Metal 3:
Scale bar: 50 um.
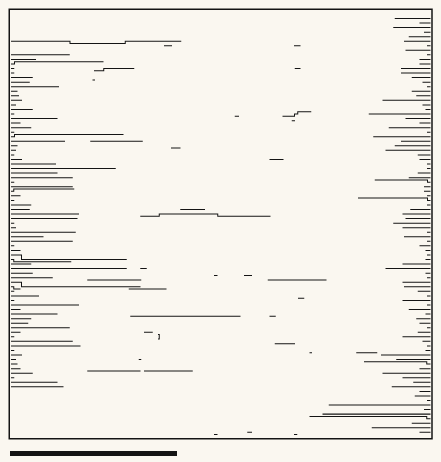
Cell classes on the final placement:
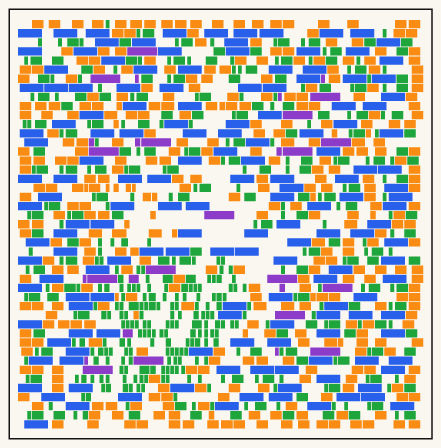
Sequential cells colored by netlist name:
Scale bar: 50 um. Other sequential cells in the stronger gray, the rest of the logic in the fainter gray.
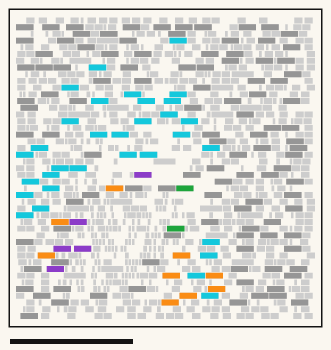
--- src/rtl/id_ex_stage_reg_pkg.sv ---
// Shared pipeline definitions for the ID/EX stage register and its helpers.
// The control bundle is packed as {RegWrite, MemRead, MemWrite, MemtoReg,
// ALUSrc, ALUOp}. ALUOp occupies the low ALUOP_W bits. The single-bit
// controls sit directly above it, at the offsets given below.
package id_ex_stage_reg_pkg;

  // Bit offsets of the single-bit controls, counted from the top of the
  // ALUOp field. The absolute bit index is ALUOP_W + CTRL_xxx.
  localparam int CTRL_ALUSRC   = 0;
  localparam int CTRL_MEMTOREG = 1;
  localparam int CTRL_MEMWRITE = 2;
  localparam int CTRL_MEMREAD  = 3;
  localparam int CTRL_REGWRITE = 4;
  localparam int CTRL_NBITS    = 5;

  // The ALUOp slice starts at bit 0 of the control bundle.
  localparam int ALUOP_LSB = 0;

  // Operand forwarding selects that feed the EX-stage muxes.
  localparam logic [1:0] FWD_REG   = 2'b00;
  localparam logic [1:0] FWD_EXMEM = 2'b10;
  localparam logic [1:0] FWD_MEMWB = 2'b01;

  // An all-zero control bundle is a harmless bubble: no write, no memory access.
  localparam logic BUBBLE_CTRL = 1'b0;

  // Absolute bit index of a single-bit control within a bundle whose
  // ALUOp field is aluop_w bits wide.
  function automatic int ctrl_bit(input int aluop_w, input int ofs);
    return aluop_w + ofs;
  endfunction

endpackage

--- src/rtl/id_ex_stage_reg_fwd_sel_calc.sv ---
// Priority comparator that picks the forwarding source for one operand.
// The candidate producers are the instruction that is about to enter EX/MEM
// and the instruction that is about to enter MEM/WB. The younger producer
// (EX side) wins. Register $0 never forwards.
module fwd_sel_calc
  import id_ex_stage_reg_pkg::*;
#(
  parameter int RADDR_W = 5
) (
  input  logic [RADDR_W-1:0] src_i,
  input  logic               ex_valid_i,
  input  logic               ex_regwrite_i,
  input  logic [RADDR_W-1:0] ex_rd_i,
  input  logic               mem_regwrite_i,
  input  logic [RADDR_W-1:0] mem_rd_i,
  output logic [1:0]         sel_o
);

  logic ex_hit;
  logic mem_hit;

  assign ex_hit  = ex_valid_i && ex_regwrite_i && (ex_rd_i != '0) && (ex_rd_i == src_i);
  assign mem_hit = mem_regwrite_i && (mem_rd_i != '0) && (mem_rd_i == src_i);

  // Youngest producer first, then the older one, otherwise the register file.
  always_comb begin
    sel_o = FWD_REG;
    if (ex_hit) begin
      sel_o = FWD_EXMEM;
    end else if (mem_hit) begin
      sel_o = FWD_MEMWB;
    end
  end

endmodule

--- src/rtl/id_ex_stage_reg.sv ---
// ID/EX pipeline register with load-use bubble insertion and precomputed
// operand forward selects.
//
// Flow control:
//   - hold freezes the whole pipeline. Every register here keeps its value,
//     and stall_if_id stays low because upstream is already frozen.
//   - flush squashes the ID instruction by loading a bubble. It wins over
//     a load-use hazard and over hold.
//   - stall_if_id is high for exactly the cycle in which a load-use bubble
//     is written. IF/ID must then re-present the same instruction on the
//     next cycle.
//
// Forward selects are computed from the ID-side source addresses against
// the producers as they will be positioned one cycle later. They are
// registered together with the operands, so they line up with the operand
// data at the EX muxes.
module id_ex_stage_reg
  import id_ex_stage_reg_pkg::*;
#(
  parameter int DATA_W  = 32,
  parameter int RADDR_W = 5,
  parameter int ALUOP_W = 4
) (
  input  logic                        clk,
  input  logic                        reset,
  input  logic                        id_valid,
  input  logic [DATA_W-1:0]           id_pc,
  input  logic [DATA_W-1:0]           id_rs_data,
  input  logic [DATA_W-1:0]           id_rt_data,
  input  logic [DATA_W-1:0]           id_imm,
  input  logic [RADDR_W-1:0]          id_rs,
  input  logic [RADDR_W-1:0]          id_rt,
  input  logic [RADDR_W-1:0]          id_rd,
  input  logic [ALUOP_W+CTRL_NBITS-1:0] id_ctrl,
  input  logic                        exmem_regwrite,
  input  logic [RADDR_W-1:0]          exmem_rd,
  input  logic                        hold,
  input  logic                        flush,
  output logic                        ex_valid,
  output logic [DATA_W-1:0]           ex_pc,
  output logic [DATA_W-1:0]           ex_rs_data,
  output logic [DATA_W-1:0]           ex_rt_data,
  output logic [DATA_W-1:0]           ex_imm,
  output logic [RADDR_W-1:0]          ex_rs,
  output logic [RADDR_W-1:0]          ex_rt,
  output logic [RADDR_W-1:0]          ex_rd,
  output logic [ALUOP_W+CTRL_NBITS-1:0] ex_ctrl,
  output logic [1:0]                  ex_fwd_a,
  output logic [1:0]                  ex_fwd_b,
  output logic                        stall_if_id
);

  localparam int CTRL_W       = ALUOP_W + CTRL_NBITS;
  localparam int B_REGWRITE   = ctrl_bit(ALUOP_W, CTRL_REGWRITE);
  localparam int B_MEMREAD    = ctrl_bit(ALUOP_W, CTRL_MEMREAD);
  localparam int B_MEMWRITE   = ctrl_bit(ALUOP_W, CTRL_MEMWRITE);
  localparam int B_ALUSRC     = ctrl_bit(ALUOP_W, CTRL_ALUSRC);

  // Pipeline register state.
  logic                 valid_q,   valid_d;
  logic [DATA_W-1:0]    pc_q,      pc_d;
  logic [DATA_W-1:0]    rs_data_q, rs_data_d;
  logic [DATA_W-1:0]    rt_data_q, rt_data_d;
  logic [DATA_W-1:0]    imm_q,     imm_d;
  logic [RADDR_W-1:0]   rs_q,      rs_d;
  logic [RADDR_W-1:0]   rt_q,      rt_d;
  logic [RADDR_W-1:0]   rd_q,      rd_d;
  logic [CTRL_W-1:0]    ctrl_q,    ctrl_d;
  logic [1:0]           fwd_a_q,   fwd_a_d;
  logic [1:0]           fwd_b_q,   fwd_b_d;

  // Hazard and forwarding terms.
  logic       id_reads_rt;
  logic       luse;
  logic [1:0] fwd_a_calc;
  logic [1:0] fwd_b_calc;

  // A store reads rt as data even though it uses the immediate for the ALU.
  assign id_reads_rt = !id_ctrl[B_ALUSRC] || id_ctrl[B_MEMWRITE];

  // The load in EX produces its data too late for the ID instruction's EX cycle.
  assign luse = valid_q && ctrl_q[B_MEMREAD] && (rd_q != '0) && id_valid &&
                ((rd_q == id_rs) || ((rd_q == id_rt) && id_reads_rt));

  assign stall_if_id = luse && !flush && !hold;

  fwd_sel_calc #(.RADDR_W(RADDR_W)) u_fwd_a (
    .src_i          (id_rs),
    .ex_valid_i     (valid_q),
    .ex_regwrite_i  (ctrl_q[B_REGWRITE]),
    .ex_rd_i        (rd_q),
    .mem_regwrite_i (exmem_regwrite),
    .mem_rd_i       (exmem_rd),
    .sel_o          (fwd_a_calc)
  );

  fwd_sel_calc #(.RADDR_W(RADDR_W)) u_fwd_b (
    .src_i          (id_rt),
    .ex_valid_i     (valid_q),
    .ex_regwrite_i  (ctrl_q[B_REGWRITE]),
    .ex_rd_i        (rd_q),
    .mem_regwrite_i (exmem_regwrite),
    .mem_rd_i       (exmem_rd),
    .sel_o          (fwd_b_calc)
  );

  // Next-state selection, in priority order: flush, hold, load-use bubble, capture.
  always_comb begin
    valid_d   = valid_q;
    pc_d      = pc_q;
    rs_data_d = rs_data_q;
    rt_data_d = rt_data_q;
    imm_d     = imm_q;
    rs_d      = rs_q;
    rt_d      = rt_q;
    rd_d      = rd_q;
    ctrl_d    = ctrl_q;
    fwd_a_d   = fwd_a_q;
    fwd_b_d   = fwd_b_q;
    if (flush || (!hold && luse)) begin
      // Bubble: nothing valid, no side effects, data fields cleared.
      valid_d   = 1'b0;
      pc_d      = '0;
      rs_data_d = '0;
      rt_data_d = '0;
      imm_d     = '0;
      rs_d      = '0;
      rt_d      = '0;
      rd_d      = '0;
      ctrl_d    = {CTRL_W{BUBBLE_CTRL}};
      fwd_a_d   = FWD_REG;
      fwd_b_d   = FWD_REG;
    end else if (!hold) begin
      valid_d   = id_valid;
      pc_d      = id_pc;
      rs_data_d = id_rs_data;
      rt_data_d = id_rt_data;
      imm_d     = id_imm;
      rs_d      = id_rs;
      rt_d      = id_rt;
      rd_d      = id_rd;
      ctrl_d    = id_ctrl;
      fwd_a_d   = fwd_a_calc;
      fwd_b_d   = fwd_b_calc;
    end
  end

  // State register with synchronous reset to an empty bubble.
  always_ff @(posedge clk) begin
    if (reset) begin
      valid_q   <= 1'b0;
      pc_q      <= '0;
      rs_data_q <= '0;
      rt_data_q <= '0;
      imm_q     <= '0;
      rs_q      <= '0;
      rt_q      <= '0;
      rd_q      <= '0;
      ctrl_q    <= '0;
      fwd_a_q   <= FWD_REG;
      fwd_b_q   <= FWD_REG;
    end else begin
      valid_q   <= valid_d;
      pc_q      <= pc_d;
      rs_data_q <= rs_data_d;
      rt_data_q <= rt_data_d;
      imm_q     <= imm_d;
      rs_q      <= rs_d;
      rt_q      <= rt_d;
      rd_q      <= rd_d;
      ctrl_q    <= ctrl_d;
      fwd_a_q   <= fwd_a_d;
      fwd_b_q   <= fwd_b_d;
    end
  end

  assign ex_valid   = valid_q;
  assign ex_pc      = pc_q;
  assign ex_rs_data = rs_data_q;
  assign ex_rt_data = rt_data_q;
  assign ex_imm     = imm_q;
  assign ex_rs      = rs_q;
  assign ex_rt      = rt_q;
  assign ex_rd      = rd_q;
  assign ex_ctrl    = ctrl_q;
  assign ex_fwd_a   = fwd_a_q;
  assign ex_fwd_b   = fwd_b_q;

endmodule

--- config.mk ---
export PLATFORM = sky130hd
export DESIGN_NAME = id_ex_stage_reg
export DESIGN_NICKNAME = d
export VERILOG_FILES = /design/src/rtl/id_ex_stage_reg_pkg.sv /design/src/rtl/id_ex_stage_reg_fwd_sel_calc.sv /design/src/rtl/id_ex_stage_reg.sv
export SDC_FILE = /design/constraint.sdc
export NUM_CORES = 1
export LEC_CHECK = 0
export ABC_AREA = 1
export CAP_MARGIN = 20
export CORE_AREA = 2 2 124 126
export CTS_BUF_LIST = sky130_fd_sc_hd__clkbuf_16
export CTS_CLUSTER_SIZE = 8
export DETAILED_ROUTE_END_ITERATION = 12
export DIE_AREA = 0 0 126 128
export GPL_TIMING_DRIVEN = 0
export PLACE_DENSITY_LB_ADDON = 0.05
export SYNTH_ARGS = -nofsm -noshare
export SYNTH_HDL_FRONTEND = slang
export SYNTH_SLANG_ARGS = --single-unit
--- constraint.sdc ---
create_clock -name clk -period 3.4 [get_ports clk]
set_input_delay 0.68 -clock clk [delete_from_list [all_inputs] [get_ports clk]]
set_output_delay 0.68 -clock clk [all_outputs]
set_load 0.03 [all_outputs]
==> impl_metrics.yaml <==
# synthesis and place-and-route metrics
layout:
  signal_buffers: 357
  final_nets: 1146
  comb_cells: 421
  clock_area_share_pct: 4.86
  seq_cell_count: 157
  buffer_area_share_pct: 34.8
  logic_area_um2: 2540
  seqCellArea_um2: 3140
  inv_count: 29
  fillers: 1293
  largest_class: "non-clock buffers"
  insertedDiodeCount: 0
  nClkBuffers: 17
  lay_top_cells: "clkdlybuf4s50_1, nor2_1, dfxtp_1"
  drive_gt1_share_pct: 6.24
  seq_share_pct: 31.5
  comb_share_pct: 25.4
  area_delta_synth_final_pct: 64.5
  lay_top_count: "clkdlybuf4s50_1"
  design_area_um2: 9980
  layoutNonFillerInstCount: 1181
  final_core_util_pct: 67.2
clocking:
  cts-htree-levels: 4
  clk_pin_slew_ns: 0.06
  cts-root-buf: "clkbuf_16"
  cts_tree: "done"
  cts_resized: 0
  numCtsBuffers: 17
  cts_hold_buf: 0
  postCtsSetupRepairBufs: 0
  cts_sinks: 157
  clk_path_buf_depth: 2
  clk_latency_ns: 0.42
synth:
  synth_top_cell_by_count: "nor2_1"
  ys_cells: 645
  edf_count: 0
  yosysWarnings: 0
  fp_nets: 808
  avgSynthCellArea_um2: 9.41
  ys_seq_elements: 157
  flop_cell: "dfxtp_1"
  synthCells: 645
  netlist_area_um2: 6070
  async_reset_ff_share_pct: 0
  common_cells: "nor2_1, dfxtp_1, mux2i_1, nand2_1, inv_1"
  ys_seq_share_pct: 51.8
  ys_top_cells_by_area: "dfxtp_1, mux2i_1, nor2_1"
  synth_cell_type_count: 17
  yosysChipArea_um2: 6070
  yosys.area.top_type_share_pct: 51.8
  yosysTopAreaCell: "dfxtp_1"
pwr:
  comb-power_w: 0.000717
  p_seq_w: 0.00193
  vdd_drop_max_v: 0.000309
  power_leader: "sequential cells"
  pwr-share-clk_pct: 37.9
  p_int_w: 0.00318
  power_frac_seq_pct: 45.3
  p_total_w: 0.00426
  p_per_area_nw_per_um2: 427
  pwr-share-comb_pct: 16.8
  p_sw_share_pct: 25.3
  p_leak_nw: 4.34
hold_path:
  min_to: "ex_rs[1]$_SDFFE_PP0N_"
  holdPathStages: 2
  hp-start: "ex_rs[1]$_SDFFE_PP0N_"
  hold_class: "reg -> reg"
global_route:
  use_met2_pct: 38.1
  grt_use_total_pct: 22.6
  grt_overflow_total: 0
  grt_first_pass_wirelength_mm: 28.0
  first_global_vias: 5221
  antenna_found_initial: 0
  use_met1_pct: 26.1
  met3_usage_pct: 8.31
  grt_busiest_layer: "met2"
  grt_start_max_net_pins: 17
routing:
  avgRoutedWirePerCell_um: 15.5
  wl_met2_mm: 8.80
  drt_iter0_markers: 200
  drc: 0
  drtAntennaViolNets: 0
  drt-met1-wl_mm: 7.52
  avgViaCountPerCell: 4.56
  route.met3.wl_mm: 1.60
  wl_mm: 18.3
  top_layer_used: "met4"
  drtPass1Iterations: 4
  vias: 5381
placement:
  post-place-ws_ns: 0.0678
  placedCellCount: 1152
  io_buffers: 319
  place_area_um2: 9500
  hpwl_mm: 14.3
  gp_congestion: 0.909
final_timing:
  report.final.hold_viol_count: 0
  setup_tns_ns: 0
  period_needed_ns: 2.94
  finalClockSkew_ns: 0.00824
  rsz0062_at_grt: "false"
  finalSetupViolations: 0
  tightest_slew_ns: 0.757
  fin_hold_ws_ns: 0.505
  worst_slack_ns: 0.459
  finalClockPeriodUsage_pct: 86.5
  relSlewSlack_pct: 49.5
  fmax_mhz: 340
  drv_slew: 0
worst_setup_path:
  r2r_slack_ns: 1.60
  crit_arrival_ns: 2.26
  path_cells: "clkdlybuf4s50_1 > xnor2_1 > nand3_1 > nor2_2 > inv_2 > nand2_1 > nand2_1 > nor2_1 > dlymetal6s2s_1"
  cp-start-kind: "primary input"
  rr_worst_depth: 11
  cpMostUsedCell: "nand2_1"
  endpoint_kind: "output pin"
  cp-endpoint: "stall_if_id"
  worstPathMaxFanout: 4
  path_class: "in -> out"
  slowest_stage: "clkdlybuf4s50_1"
  r2r-end: "ex_rd[0]$_SDFFE_PP0N_"
  crit_path_max_incr_delay_ns: 0.56
  cp-startpoint: "id_rs[0]"
  crit_required_ns: 2.72
die:
  initCoreUtil_pct: 40.8
  die_h_um: 128
  die-area_um2: 16100
  num_io_pins: 321
  fp-row-count: 45
  coreArea_um2: 14900
  taps: 188
  die_w_um: 126
job:
  cap_violations: 0
  warnings: 26
run_status:
  status: "completed"
## Picture notes: 'metal 3'
The layer holds 8.7% of the routed length. The wires run mostly horizontal. 180 nets have wire on it.

## Picture notes: 'cell classes on the final placement'
Key: flops = blue [cells 157]; other buffers and delay cells = orange [cells 357]; combinational and other logic = green [cells 450]; clock drivers and dummy loads = purple [cells 29]

## Picture notes: 'sequential cells colored by netlist name'
Key: `ex_rt` = purple [flops 5, where lower left]; `ex_ctrl` = orange [flops 9]; `ex_pc` = cyan [flops 32]; `ex_fwd_a` = green [flops 2]
Another 109 sequential cells are not colored.

cells by family after synthesis:
group / after synthesis / synth area share, %
simple gates: 258 / 16.3
xor+xnor: 5 / 0.722
mux: 143 / 23.6
buf+inv: 67 / 6.37
compound gates: 15 / 1.24
flops: 157 / 51.8
critical path, delay by kind of cell:
family / cells / cell delay [ns]
buf+inv: 3 / 0.91
simple gates: 5 / 0.54
xor+xnor: 1 / 0.14
sequential cells by signal, indices dropped and copies added, names as in the netlist:
| register | count |
|---|---|
| ex_rs_data | 32 |
| ex_pc | 32 |
| ex_valid | 1 |
| ex_ctrl | 9 |
| ex_rs | 5 |
| ex_rd | 5 |
| ex_fwd_b | 2 |
| ex_rt_data | 32 |
| ex_imm | 32 |
| ex_fwd_a | 2 |
| ex_rt | 5 |
Power and IR drop assume default switching activity.
